==> config.mk <==
export PLATFORM = sky130hd
export DESIGN_NAME = fetch_stage
export DESIGN_NICKNAME = d
export VERILOG_FILES = /design/src/rtl/fetch_stage.sv
export SDC_FILE = /design/constraint.sdc
export NUM_CORES = 1
export LEC_CHECK = 0
export CAP_MARGIN = 40
export CORE_MARGIN = 2
export CORE_UTILIZATION = 47
export CTS_CLUSTER_SIZE = 8
export DETAILED_ROUTE_END_ITERATION = 7
export PLACE_DENSITY = 0.88
export SYNTH_ARGS = -nofsm -noshare
export SYNTH_HDL_FRONTEND = slang
export SYNTH_SLANG_ARGS = --single-unit
==> constraint.sdc <==
create_clock -name clock -period 3.3 [get_ports clock]
set_input_delay 0.66 -clock clock [delete_from_list [all_inputs] [get_ports clock]]
set_output_delay 0.66 -clock clock [all_outputs]
set_load 0.01 [all_outputs]
**Run 1: cell placement**

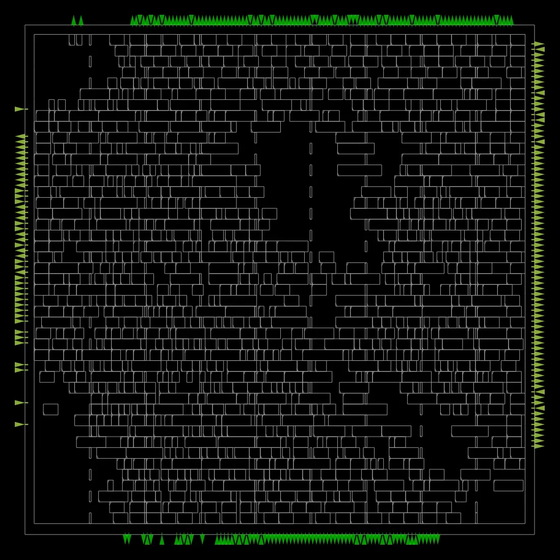
Filler cells: 1,173
Rows: 45

**Run 1: cell sizes after repair**

Drawn at 3 px/um.
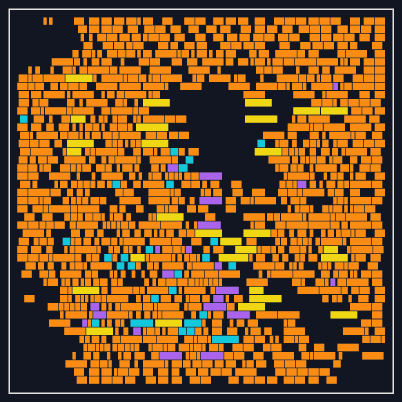
Key: purple = drive 2 [cells 21, share 1.9%]; cyan = drive 3 to 4 [cells 26, share 2.4%]; yellow = drive 6 and up [cells 28, share 2.6%]; orange = drive 1 or less [cells 1,017, share 93%]
area grow syn2layout: 43.2%
final instance area: 0.0103 sq mm

**Run 1: M3 wires**

Drawn at 2 px/um. Cells faint in the background.
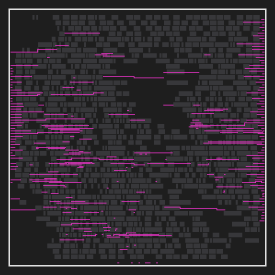
207 nets have wire on it. The layer holds 7.8% of the routed length. The longest straight run is 29.0 um.
DR vias: 7,287
routed wire length: 22.2 mm
met3 Resource Use GR: 5.44%

==> results.py, run 1 <==
# Synthesis and PnR figures
metrics = {
    "global_routing": {
        "antenna_found_initial": 0,
        "gr-usage-all-layers_pct": 26.2,
        "grt_max_degree": 82,
        "grt_overflow_total": 0,
        "grt_pass1_wl_mm": 34.2,
        "grt_pass1_vias": 6707,
    },
    "pwr": {
        "worst_ir_drop_vdd_uv": 408,
        "pwr_density_cell_mw_per_mm2": 380,
        "p_leak_nw": 3.49,
    },
    "placed_design": {
        "routabilityCongestion": 0.956,
        "hpwl_mm": 15.7,
        "port_buffers": 291,
    },
    "setup_path": {
        "critPathMaxStageDelay_ns": 0.57,
        "cp.depth": 7,
        "crit_type": "reg2out",
        "crit_family": "simple AND/OR/NAND/NOR gates",
        "critPathBufInv": 2,
        "cp_max_fo": 7,
        "crit_arrival_ns": 2.51,
        "critPathCaptureType": "primary output",
        "cp_cell_sequence": "nand3_2 > nor3_4 > and2_0 > buf_4 > and3_1 > xor2_1 > clkdlybuf4s50_1",
        "start_kind": "flip-flop",
        "ff2ff_setup_slack_ns": 0.79,
    },
    "synthesis": {
        "syn_area_sq_mm": 0.00717,
        "ys_sh_simple_pct": 24.7,
        "topCombFamilyByArea": "simple AND/OR/NAND/NOR gates",
        "synth_cell_types": 54,
        "yosysCellCount": 888,
        "synthArstFlopShare_pct": 0,
        "synth_flops": 131,
        "yosysSeqAreaShare_pct": 36.6,
        "yosys.area_share.xor_xnor_pct": 7.82,
        "synth_largest_type_area_fraction_pct": 36.6,
        "flop_cell": "dfxtp_1",
        "topCellsByArea": "dfxtp_1 (37%), buf_4 (10%), a22oi_1 (7.9%)",
        "yosys_warnings": 0,
        "synthCells": 888,
        "avgSynthCellArea_sq_um": 8.07,
        "synthAoiAreaFrac_pct": 15.2,
        "yosys_area_sq_mm": 0.00717,
    },
    "job": {
        "cap_viol_max_count": 0,
        "warnings": 28,
    },
    "final_timing": {
        "setup-violations-final": 0,
        "hold_slack_ns": 0.525,
        "slew-limit-headroom_pct": 53.0,
        "fin_crit_sh_pct": 95.9,
        "fin_tns_setup_ns": 0,
        "rsz0062_at_grt": "no",
        "slew_viol_final": 0,
        "fin_skew_ns": 0.00864,
    },
    "die": {
        "ios": 297,
        "die_x_um": 127,
        "die_h_um": 127,
        "core_sq_mm": 0.0150,
        "die_area_sq_mm": 0.0162,
        "fp_util_pct": 47.7,
    },
    "cts": {
        "numCtsBuffers": 17,
        "cts_tree": "built",
        "cts_sinks": 131,
        "worstSkewPairLatency_ns": 0.42,
    },
    "min_path": {
        "hp-class": "reg2reg",
        "worstHoldPathCells": 2,
    },
    "final_layout": {
        "diodes": 0,
        "drive_above_1_share_pct": 6.87,
        "layout.cells.most_common": "clkdlybuf4s50_1",
        "nNetsFinal": 1155,
        "fin_util_pct": 68.2,
        "lay_top_cells": "clkdlybuf4s50_1 (290), nor2_1 (124), dfxtp_1 (123), a22oi_1 (75), nand2_1 (62)",
    },
    "routing": {
        "ant_nets": 0,
        "first_pass_iters": 5,
        "drc": 0,
        "via_per_inst": 5.69,
    },
    "run_status": {
        "outcome": "complete, no violations",
    },
}
## run 1: Yosys cell counts, types with 21 or more instances
library cell / instances
nor3_1: 23
buf_4: 97
nand4_1: 33
clkbuf_1: 36
nand2_1: 63
nand3_1: 36
nor2_1: 124
a22oi_1: 75
dfxtp_1: 131
xnor2_1: 49
o21ai_0: 30
a21oi_1: 21
## run 1: where the power goes
group          internal (mW)  total (mW)  leakage [nW]  switching [mW]
sequential              1.59        1.61          1.06          0.0167
combinational          0.151       0.320          2.12           0.168
clock                   1.28        1.97         0.305           0.690
## run 1: final cells by class
type / count / area, sq um
Multi-Input combinational cell: 601 / 3590
Clock inverter: 9 / 125
Fill cell: 1173 / 4770
Timing Repair Buffer: 313 / 3120
Sequential cell: 131 / 2630
Tap cell: 188 / 235
Clock buffer: 23 / 498
Inverter: 15 / 56.3
## run 1: stage by stage
step / cell area (sq um) / worst slack [ns] / power, mW / cells
floorplan: 7180 / 0.873 / 1.80 / 892
global placement: 9560 / 0.354 / 1.95 / 1246
detailed placement: 9590 / 0.313 / 1.96 / 1247
CTS: 10200 / 0.00712 / 3.93 / 1279
global route: 10300 / 0.00341 / 4.03 / 1280
finish: 10300 / 0.134 / 3.90 / 1280
## run 1: repair_timing
action                                  CTS  global route
hold buffers                              0             0
gates resized                             4            11
pin swaps                                 0             4
endpoints found under the setup margin    8            17
buffers inserted                          0             1
## run 1: metal layers
metal	up-vias	part of all wire, %	global-route usage (%)
met5	-	0	0
li1	3429	-	-
met2	364	49	43.9
met3	41	7.8	5.44
met1	3453	41	32.8
met4	0	2.8	10.5
## run 1: worst register-to-register path: stages, from the launching register on
cell and delay [ns]:
dfxtp_1 0.40, ha_1 0.31, nor2b_1 0.43, nand4_1 0.52, nor4_1 0.50, xnor2_1 0.19
nor2_1 0.05
==> run 2, diff against run 1 <==
Settings changed: TNS_END_PERCENT from default to 5.
**Run 2: cells coloured by class**

Drawn at 4 px/um.
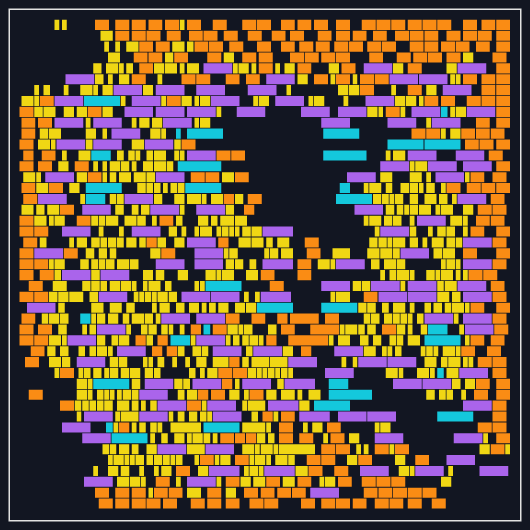
Key: orange = other buffers and delay cells [cells 313, share of their area 31%]; yellow = all other logic [cells 616, share of their area 36%]; cyan = clock drivers and dummy loads [cells 32, share of their area 6.2%]; purple = flip-flops [cells 131, share of their area 26%]
flop share of the area: 25.7%
post-layout util: 68.2%
Core ar.: 0.0150 sq mm

==> run 2 against run 1 <==
Combinational power hardly changed; sequential cell count stayed put; sequential power hardly changed; clock power hardly changed; register-to-register slack hardly changed; largest power group unchanged; highest routed layer unchanged; cell area stayed put; routed wire length stayed put; clock skew stayed put; area after synthesis stayed put; first-iteration DRC count stayed put.
==> results.py, run 2 <==
# Synthesis and PnR figures
metrics = {
    "run_status": {
        "outcome": "complete, no violations",
    },
    "die": {
        "die_h_um": 127,
        "rows": 45,
    },
    "global_routing": {
        "grt_pass1_vias": 6707,
        "gr-usage-all-layers_pct": 26.2,
        "antenna_found_initial": 0,
        "grt_pass1_wl_mm": 34.2,
        "grt_overflow_total": 0,
    },
    "setup_path": {
        "crit_arrival_ns": 2.51,
        "ff2ff_setup_slack_ns": 0.79,
        "cp_max_fo": 7,
        "crit_type": "reg2out",
    },
    "job": {
        "warnings": 28,
    },
    "routing": {
        "drc": 0,
        "finalWirelength_mm": 22.2,
        "route.vias.total": 7287,
    },
    "placed_design": {
        "place_inst": 1247,
        "routabilityCongestion": 0.956,
        "pre_cts_ws_ns": 0.313,
        "hpwl_mm": 15.7,
    },
    "synthesis": {
        "yosys_warnings": 0,
        "avgSynthCellArea_sq_um": 8.07,
        "syn_area_sq_mm": 0.00717,
        "topCellsByArea": "dfxtp_1 (37%), buf_4 (10%), a22oi_1 (7.9%)",
        "yosysCellCount": 888,
        "synth_largest_type_area_fraction_pct": 36.6,
    },
    "final_timing": {
        "fin_crit_sh_pct": 95.9,
        "fin_skew_ns": 0.00864,
        "timing.final.ws_setup_ns": 0.134,
        "fin_tns_setup_ns": 0,
        "rsz0062_at_grt": "no",
    },
    "final_layout": {
        "area_growth_pct": 43.2,
        "nNetsFinal": 1155,
        "final_area_sq_mm": 0.0103,
    },
    "pwr": {
        "worst_ir_drop_vdd_uv": 408,
    },
    "cts": {
        "numCtsBuffers": 17,
        "cts_sinks": 131,
        "cts_hold_buffers": 0,
        "worstSkewPairLatency_ns": 0.42,
    },
}
## run 2: logic make-up after synthesis
logic type,synth area share [%]
AND/OR/NAND/NOR,24.7
multiplexers,0.559
buffers and inverters,14.0
AND-OR/OR-AND,15.2
flip-flops,36.6
other,0.0523
XOR/XNOR,7.82
adder cells (fa/ha/maj),1.05
## run 2: worst max-delay path, cell delays in order, from the launching register on
cell and delay [ns]:
dfxtp_2 0.40, nand3_2 0.17, nor3_4 0.28, and2_0 0.16, buf_4 0.16, and3_1 0.17
xor2_1 0.16, clkdlybuf4s50_1 0.57
## run 2: cell type report
class                      instances  area (sq um)
sequential                       131          2630
clock inverter                     9           125
multi-input combinational        601          3590
fill                            1173          4770
tap                              188           235
timing repair buffer             313          3120
inverter                          15          56.3
clock buffer                      23           498
## run 2: repair_timing
item                                    in CTS  in global routing
endpoints found under the setup margin       8                 17
setup buffers                                0                  1
resized                                      4                 11
pin swaps                                    0                  4
## run 2: power by group
part / leakage [nW] / internal [mW] / total [mW] / switching, mW
combinational: 2.12 / 0.151 / 0.320 / 0.168
clock: 0.305 / 1.28 / 1.97 / 0.690
sequential: 1.06 / 1.59 / 1.61 / 0.0167
## run 2: per-layer routing
| layer | routed length, um | up-vias | global-route usage, % | share of wire [%] |
|---|---|---|---|---|
| li1 | - | 3429 | - | - |
| met3 | 1730 | 41 | 5.44 | 7.8 |
| met4 | 626 | 0 | 10.5 | 2.8 |
| met5 | 0 | - | 0 | 0 |
| met1 | 9030 | 3453 | 32.8 | 41 |
| met2 | 10800 | 364 | 43.9 | 49 |
Power is estimated from default activity; no workload was simulated.
